==> images/m1.png <==
Cells faint in the background.
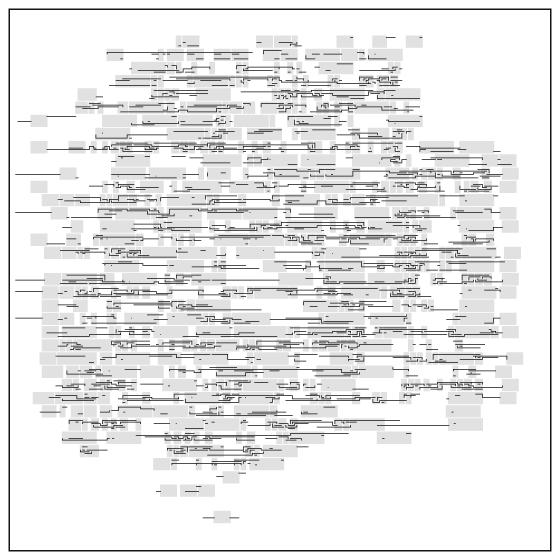
==> images/util_map.png <==
Scale bar: 20 um. 11 x 11 tiles, from dark blue (low) to red (high), 0 to 100% covered.
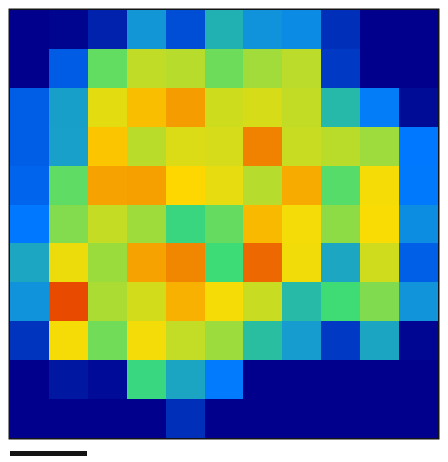
==> config.mk <==
export PLATFORM = sky130hd
export DESIGN_NAME = pipelined_addsub
export DESIGN_NICKNAME = d
export VERILOG_FILES = /design/src/rtl/fft_pkg.sv /design/src/rtl/pipelined_addsub_segment.sv /design/src/rtl/pipelined_addsub.sv
export SDC_FILE = /design/constraint.sdc
export NUM_CORES = 1
export LEC_CHECK = 0
export ABC_AREA = 1
export CORE_MARGIN = 4
export CORE_UTILIZATION = 40
export CTS_CLUSTER_SIZE = 12
export DETAILED_ROUTE_END_ITERATION = 8
export HOLD_SLACK_MARGIN = 0.05
export PLACE_DENSITY = 0.7
export SYNTH_ARGS = -nofsm -noshare
export SYNTH_HDL_FRONTEND = slang
export SYNTH_SLANG_ARGS = --single-unit
==> constraint.sdc <==
create_clock -name clk -period 2.15 [get_ports clk]
set_clock_uncertainty 0.1 [all_clocks]
set_input_delay 0.43 -clock clk [delete_from_list [all_inputs] [get_ports clk]]
set_output_delay 0.43 -clock clk [all_outputs]
set_load 0.02 [all_outputs]
==> notes.md <==
run results: status=finished with violations, failing checks=negative setup slack, Die Y=roughly 110 um, Syn Inst Count=566, Setup crit start kind=flip-flop, Max-slew headroom=0.767, xor and xnor fraction of the mapped netlist area=0.0205, initial antenna violation count=0, kind of end point of the critical path=flip-flop, Crit path arrival time=between 2 and 2.5 ns, Hold Crit Class=flip-flop to flip-flop, Ys Warns=0, fa+ha+maj area frac=0.0781, Fin Hold WS=0.384 ns, Sw Pwr=around 1.0 mW, initial drt markers=204, largest net degree at the start of global routing=100, # rows=37, Final setup viols=4, number of flip-flops in the largest register=24, num ports=58, first-pass GRT wire length=between 15000 and 20000 um, Root Buffer=clkbuf_8, vias in the first global route=3360, global route overflow=0, Placed Area=4990 um2, fill count=~1000, crit path time final=2.33 ns, clk buf depth=2, vias per cell=4.63, worst reg2reg path depth=11, Setup WS pre-CTS=-0.510 ns, hpwl dp=5780 um, clk sinks=100, Ant. Diodes=0, slew at the pin closest to its max-slew limit=0.349 ns, syn nets=621, Hold-fix buffers, CTS=0, P_int=2.96 mW, Compound Share, Synth=0.120, Post-DRT Antenna Nets=0, Yosys Instances=~570, Tcrit/Tclk final=1.08, Worst-path clk slew=0.09 ns, LEAKAGE=2.22 nW, RSZ-0062 raised after global routing=true, Synth Cell Area=roughly 4300 um2, Slew Viols, Final=0, Post-Layout Cell Count=between 700 and 800, fin worst setup slack=-0.182 ns, yosys simple share=0.239, Flop pwr share=0.523, H-tree lvl count=3, Mean Syn Cell Area=7.53 um2, critical path fanouts, max=4, Chip Area, Yosys=4260 um2, clk ins delay skew pair=0.35 ns, Largest logic family=simple AND/OR/NAND/NOR gates, Setup Crit Path Kind=flip-flop to flip-flop, post-route cell area=~5300 um2, Synth-to-Final Area Change=24.7%, layout cell share with drive strength beyond 1=0.118, # nets final=a little under 700, CTS tree=built, Power Dens Cells=around 750 nW/um2, Max Clock Freq=roughly 430 MHz, Top cell excl fill/tap=nor2_1, tool warnings=31, GRT Total Usage=0.144, Synth mux share=0, Synth flops=100, worst hold path depth=2, Gate power share=0.148, Die Span X=111 um, Routability Congestion=0.759, reg-to-reg slack, setup=-0.18 ns, max_cap viols=0, Critical Path RT=between 2 and 2.5 ns
Notes on m1.png above:
nets with wire on the layer: 618
share of all routed wire: 47%
final WL: 8720 um
routed via count: 3521
grt met1 use: 0.194

Notes on util_map.png above:
mean over tiles: 42%
nearly empty tiles: 20%
tiles over 75% full: 12%
densest ninth of the die: middle
fullest tile: 92%
emptiest ninth of the die: bottom right
post-layout util: 0.513
core area: 10400 um2
FP Core Util: 0.411

cells in the mapped netlist:
master    count  area (um2)
buf_6         1        11.3
o21a_1        1        7.51
ha_1          1        12.5
a21oi_1       4        20.0
nor2_1      200         751
inv_1        30         113
clkbuf_1     11        41.3
xor2_1        9        78.8
xnor2_1       1        8.76
inv_2         3        11.3
nor2_4        1        11.3
nand2_2       1        6.26
nand3_1       1        5.00
dfxtp_1     100        2000
clkbuf_4      1        7.51
clkinv_1      1        3.75
fa_1         16         320
nand2_1      65         244
o21ai_0      97         485
buf_1         2        7.51
buf_2        14        70.1
buf_4         6        45.0
through the flow:
stage                     total power [mW]  TNS, ns
after global routing                  4.19    -1.01
after CTS                             4.00   -0.570
after global placement                2.66    -1.64
after floorplan                       2.46   -0.152
after detailed placement              2.67    -1.94
final                                 3.96   -0.499
power groups by stage:
stage | Sequential (mW) | Combinational (mW) | Clock (mW)
2_1_floorplan | 2.12 | 0.336 | 0
3_3_place_gp | 2.11 | 0.550 | 0
3_5_place_dp | 2.11 | 0.560 | 0
4_1_cts | 2.07 | 0.581 | 1.34
5_1_grt | 2.09 | 0.673 | 1.42
6_report | 2.07 | 0.585 | 1.30
cells by family (layout without fill, tap and decap cells):
group	Yosys count	after routing
adder cells (fa/ha/maj)	17	17
buffers and inverters	69	128
XOR/XNOR	10	10
flip-flops	100	100
AND-OR/OR-AND	102	102
AND/OR/NAND/NOR	268	268
timing repair:
item                                    4_1_cts  5_1_grt
pin swaps                                     9       10
gates resized                                22        8
endpoints found under the setup margin        8        9
hold endpoints to repair                      0        0
setup buffers                                 9        0
layer usage:
metal,vias up,GRT usage,part of all wire
met4,0,0.0422,0.0086
met5,-,0,0
met1,1600,0.194,0.47
li1,1849,-,-
met3,4,0.0420,0.051
met2,68,0.225,0.47
critical path, cell delays in order (launching register included):
cell	delay [ns]
dfxtp_2	0.34
fa_2	0.38
inv_2	0.06
fa_2	0.19
inv_2	0.04
fa_2	0.35
inv_2	0.07
fa_2	0.45
inv_1	0.07
nand2_1	0.04
nand3_1	0.06
a21oi_1	0.06
final cells by class:
cell class	instances	area (um2)	share of cell area
flip-flops and latches	100	2010	0.378
well taps	136	170	0.0320
repair buffers	78	792	0.149
multi-input cells	397	1990	0.375
clock inverters	6	86.3	0.0162
clock buffers	10	138	0.0259
inverters	34	128	0.0240
Power figures rest on the tool's default switching activity, not on a simulated workload.
